==> src/rtl/bitwise_logic_unit.sv <==
// Multi-cycle bitwise logic unit: SLICE bits per cycle, start/result-ready handshake.
// Optional LOGIC_REDUCE_EN adds data_nonzero, the OR-reduction of the result.
`timescale 1ns/1ps
module bitwise_logic_unit #(
    parameter int WIDTH = 32,
    parameter int SLICE = 8
) (
    input  logic             clock,
    input  logic             reset_n,
    input  logic             ctrl_start,
    input  logic [2:0]       ctrl_op,
    input  logic [WIDTH-1:0] operandA,
    input  logic [WIDTH-1:0] operandB,
    output logic [WIDTH-1:0] data_result,
    output logic             data_resultRDY,
    output logic             data_exception,
`ifdef LOGIC_REDUCE_EN
    output logic             data_nonzero,
`endif
    output logic             busy
);
    // state | meaning
    // IDLE  | waiting for ctrl_start; an invalid op raises its pulse one edge later
    // RUN   | writing slice cnt of the working register, cnt = 0..N-1
    localparam int N  = WIDTH / SLICE;
    localparam int CW = (N > 1) ? $clog2(N) : 1;
    localparam logic [CW-1:0] LAST = CW'(N - 1);

    typedef enum logic {IDLE, RUN} state_t;
    state_t state, state_nxt;

    logic [CW-1:0]    cnt;
    logic [WIDTH-1:0] a_lat, b_lat, work, work_nxt;
    logic [2:0]       op_lat;
    logic             inv_pend;
    logic [SLICE-1:0] a_sl, b_sl, r_sl;
    logic             start_ok, start_bad, last;

    assign start_ok  = (state == IDLE) && ctrl_start && (ctrl_op != 3'b111);
    assign start_bad = (state == IDLE) && ctrl_start && (ctrl_op == 3'b111);
    assign last      = (state == RUN) && (cnt == LAST);
    assign busy      = (state == RUN);

    always_ff @(posedge clock or negedge reset_n) begin
        if (!reset_n) state <= IDLE;
        else          state <= state_nxt;
    end

    always_comb begin
        state_nxt = state;
        case (state)
            IDLE:    if (start_ok) state_nxt = RUN;
            RUN:     if (cnt == LAST) state_nxt = IDLE;
            default: state_nxt = IDLE;
        endcase
    end

    // Constant-index slice mux keeps the part-selects static
    always_comb begin
        a_sl = '0;
        b_sl = '0;
        for (int i = 0; i < N; i++) begin
            if (cnt == CW'(i)) begin
                a_sl = a_lat[i*SLICE +: SLICE];
                b_sl = b_lat[i*SLICE +: SLICE];
            end
        end
        case (op_lat)
            3'b000:  r_sl = a_sl & b_sl;
            3'b001:  r_sl = a_sl | b_sl;
            3'b010:  r_sl = a_sl ^ b_sl;
            3'b011:  r_sl = ~(a_sl | b_sl);
            3'b100:  r_sl = ~(a_sl & b_sl);
            3'b101:  r_sl = ~(a_sl ^ b_sl);
            3'b110:  r_sl = a_sl & ~b_sl;
            default: r_sl = '0;
        endcase
        work_nxt = work;
        for (int i = 0; i < N; i++) begin
            if (cnt == CW'(i)) work_nxt[i*SLICE +: SLICE] = r_sl;
        end
    end

    always_ff @(posedge clock or negedge reset_n) begin
        if (!reset_n) begin
            cnt            <= '0;
            a_lat          <= '0;
            b_lat          <= '0;
            op_lat         <= '0;
            work           <= '0;
            inv_pend       <= 1'b0;
            data_result    <= '0;
            data_resultRDY <= 1'b0;
            data_exception <= 1'b0;
        end else begin
            data_resultRDY <= 1'b0;
            data_exception <= 1'b0;
            inv_pend       <= start_bad;
            if (start_ok) begin
                a_lat  <= operandA;
                b_lat  <= operandB;
                op_lat <= ctrl_op;
                work   <= '0;
                cnt    <= '0;
            end else if (state == RUN) begin
                work <= work_nxt;
                cnt  <= last ? '0 : cnt + 1'b1;
                if (last) begin
                    data_result    <= work_nxt;
                    data_resultRDY <= 1'b1;
                end
            end
            if (inv_pend) begin
                data_result    <= '0;
                data_resultRDY <= 1'b1;
                data_exception <= 1'b1;
            end
        end
    end

`ifdef LOGIC_REDUCE_EN
    logic nz_acc;
    always_ff @(posedge clock or negedge reset_n) begin
        if (!reset_n) begin
            nz_acc       <= 1'b0;
            data_nonzero <= 1'b0;
        end else begin
            if (start_ok)
                nz_acc <= 1'b0;
            else if (state == RUN)
                nz_acc <= nz_acc | (|r_sl);
            if (last)
                data_nonzero <= nz_acc | (|r_sl);
            if (inv_pend)
                data_nonzero <= 1'b0;
        end
    end
`endif

endmodule

==> config.mk <==
export PLATFORM = sky130hd
export DESIGN_NAME = bitwise_logic_unit
export DESIGN_NICKNAME = d
export VERILOG_FILES = /design/src/rtl/bitwise_logic_unit.sv
export SDC_FILE = /design/constraint.sdc
export NUM_CORES = 1
export LEC_CHECK = 0
export CAP_MARGIN = 20
export CELL_PAD_IN_SITES_DETAIL_PLACEMENT = 0
export CELL_PAD_IN_SITES_GLOBAL_PLACEMENT = 1
export CORE_MARGIN = 2
export CORE_UTILIZATION = 37
export DETAILED_ROUTE_END_ITERATION = 8
export PLACE_DENSITY_LB_ADDON = 0.1
export SYNTH_ARGS = -nofsm -noshare
export SYNTH_HDL_FRONTEND = slang
export SYNTH_SLANG_ARGS = --single-unit
==> constraint.sdc <==
create_clock -name clock -period 2.6 [get_ports clock]
set_input_delay 0.26 -clock clock [delete_from_list [all_inputs] [get_ports clock]]
set_output_delay 0.26 -clock clock [all_outputs]
set_load 0.05 [all_outputs]
==> run summary <==
fresh numbers from the pnr run: Final HPWL DP=approximately 13,000 um, XOR/XNOR Area Share=0.009116, r2r setup slk=-0.14 ns, row count=49, pins over their slew limit=0, leakage=4.396 nW, syn_nets=843, vias in the first global route=between 5,000 and 6,000, Post-synth EDFFs=0, GRT Overall Usage=0.2045, fin nets=975, CTS buffer count=17, Mapped Cells=745, Worst Slack Setup Final=-0.1443 ns, fin crit share=1.055, Startpoint Class=flip-flop, unrepaired setup endpoints after global routing=true, Post-Synthesis Cell Area=6725 um2, initial DRC count=266, Layout Area Growth over Synthesis=46.10%, Synth Register Bits=129, mux frac, synth=0.004651, clk sink count=129, most common library cells after synthesis=nand2_1 (206), dfrtp_1 (129), a21oi_1 (47), clk_lat worst skew=0.43 ns, AND-OR/OR-AND Cells, Area Fraction=0.1756, HP Class=in2reg, die area=19,270 um2, simple share=0.2342, count leader, synth=nand2_1, crit-path max FO=7, Fin Clk Skew=0.006142 ns, antenna diode count=0, CP Cell Sequence=inv_2 > ha_4 > buf_4 > buf_6 > nor2b_2 > a221oi_4 > buf_4 > nor3_2 > a21o_1 > ha_2 > or2_4 > a21oi_4 > o22ai_4 > buf_12 > o22ai_1, Clock Path Buffers=2, Area contributors post-synth=dfrtp_1 (48%), nand2_1 (11%), ha_1 (5.2%), failing checks=negative setup slack, CP arrival=3.08 ns, RD Place Congestion=slightly above 0.8, fin area=roughly 9800 um2, Yosys cell types=41, Mean Syn Cell Area=9.027 um2, Critical path origin=cnt[1], total routed wirelength=19,770 um, DR pass1 iterations=4, outcome=finished, violations left, fillers=1,585, cell count after placement=1,068, Final Setup Violations=between 40 and 50, post-DR vias/cell=around 5.3, dpl cell area=~8300 um2, CTS root buffer=clkbuf_16, power per cell area=about 1600 nW/um2, Slew headroom=0.4289, Max Freq=0.3644 GHz, main logic family after synthesis=simple AND/OR/NAND/NOR gates, required time worst endpoint=2.94 ns
[final cells by class]
class | count | area (um2) | area share
timing repair buffer | 170 | 1745 | 0.1776
multi-input combinational | 550 | 3938 | 0.4007
clock buffer | 19 | 432.9 | 0.04406
clock inverter | 13 | 161.4 | 0.01643
sequential | 129 | 3228 | 0.3285
inverter | 9 | 33.78 | 0.003438
tap | 229 | 286.5 | 0.02916
[cells by family after synthesis]
group / after synthesis
AND-OR/OR-AND: 171
XOR/XNOR: 7
adder cells (fa/ha/maj): 28
buffers and inverters: 66
flip-flops: 129
multiplexers: 3
AND/OR/NAND/NOR: 341
[placed cells by master (no fill, tap or decap), types with 13 or more instances in the layout]
| cell type | instances |
|---|---|
| a21o_1 | 22 |
| o21ai_1 | 25 |
| buf_4 | 43 |
| dfrtp_1 | 129 |
| o21ai_2 | 13 |
| clkbuf_16 | 18 |
| clkdlybuf4s50_1 | 103 |
| nand3_1 | 28 |
| nor3_2 | 13 |
| o22ai_1 | 13 |
| nand2_1 | 206 |
| nor3b_1 | 24 |
| a21oi_2 | 15 |
| a21oi_1 | 31 |
| nor2b_1 | 22 |
[per-stage QoR]
| step | setup TNS [ns] | worst slack, ns | power (mW) | hold WS [ns] |
|---|---|---|---|---|
| 6_report | -2.719 | -0.1443 | 15.64 | 0.3591 |
| 5_1_grt | -8.331 | -0.2728 | 16.70 | 0.3582 |
| 4_1_cts | -2.249 | -0.1518 | 14.48 | 0.3442 |
| 3_5_place_dp | -15.29 | -0.3897 | 11.00 | 0.3651 |
| 3_3_place_gp | -10.05 | -0.3182 | 10.83 | 0.3650 |
| 2_1_floorplan | 0 | 0.004909 | 8.294 | -0.03559 |
[worst min-delay path by stage]
| stage | start | end | cells past startpoint |
|---|---|---|---|
| 5_1_grt | operandB[24] | b_lat[24] | 3 |
| 4_1_cts | operandB[24] | b_lat[24] | 3 |
| 6_report | operandB[9] | b_lat[9] | 3 |
| 2_1_floorplan | reset_n | a_lat[0] | 0 |
| 3_5_place_dp | reset_n | data_result[27] | 1 |
| 3_3_place_gp | reset_n | data_result[27] | 1 |
[per-layer routing]
layer,track usage,vias up,routed length [um],share of wire
li1,-,2815,-,-
met1,0.2796,2905,9137,0.46
met2,0.3238,136,9499,0.48
met3,0.03660,32,700,0.035
met4,0.08240,0,428,0.022
met5,0,-,0,0
[registers in the layout, indices dropped and copies added, names as in the netlist]
signal,count
a_lat,32
b_lat,32
data_result,32
work,24
op_lat,3
cnt,2
busy,1
data_exception,1
data_resultRDY,1
inv_pend,1
[worst max-delay path, delay by kind of cell, from the launching register on]
| family | cells | cell delay [ns] |
|---|---|---|
| fa+ha+maj | 2 | 0.39 |
| simple gates | 3 | 0.32 |
| flops | 1 | 0.40 |
| buf+inv | 5 | 0.64 |
| compound gates | 5 | 0.92 |
[power by group]
part           internal, mW  total (mW)  switching (mW)
logic                  4.31        9.56            5.25
registers              2.86        3.66           0.791
clock network          1.51        2.43           0.923
total                  8.68        15.6            6.96
[what timing repair did]
item | in CTS | in global routing
hold buffers | 1 | 0
resized | 59 | 99
setup endpoints to repair | 56 | 56
pin swaps | 27 | 70
setup buffers | 12 | 13
endpoints found under the hold margin | 48 | 0
cloned | 0 | 1
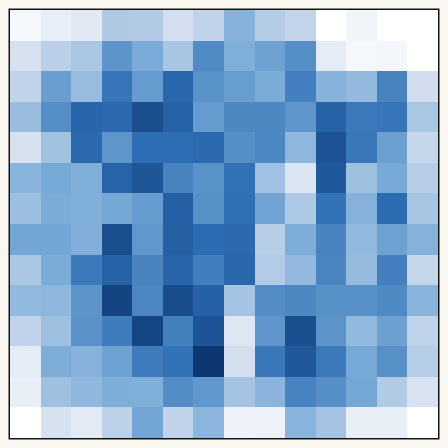
cell_density.png
14 x 14 tiles, from white (low) to dark blue (high), 0 to 100% covered.
3.1% of the tiles are nearly empty. The densest ninth of the die: middle. The mean over all tiles is 50%. 15% of the tiles are over 75% full. The emptiest ninth of the die: top right.
Post-Route Utilization: 0.5489
core area: 17,900 um2
Core Util at FP: 0.3757

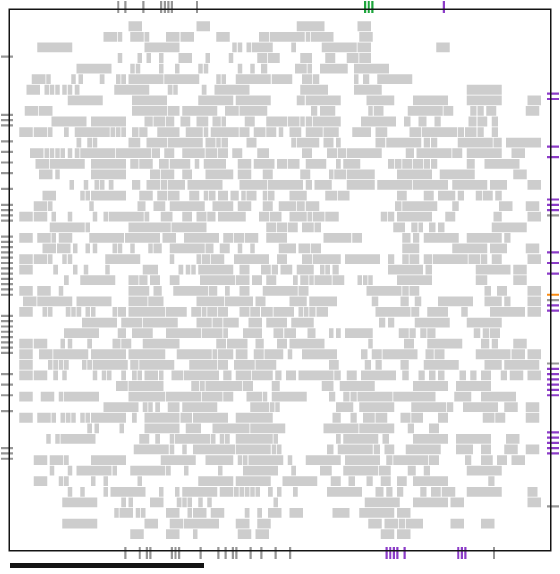
io_placement.png
Scale bar: 50 um. Pins as bars across the die edge, other pins in gray.
ctrl_start: drawn in orange, pins 1, direction input, edge right. data_result: drawn in purple, pins 32, direction output, edge 23 right, 8 bottom, 1 top. ctrl_op: drawn in green, pins 3, direction input, edge top.
Die H: 138.8 um
die extent in x: 138.8 um

Power is estimated from default activity; no workload was simulated.
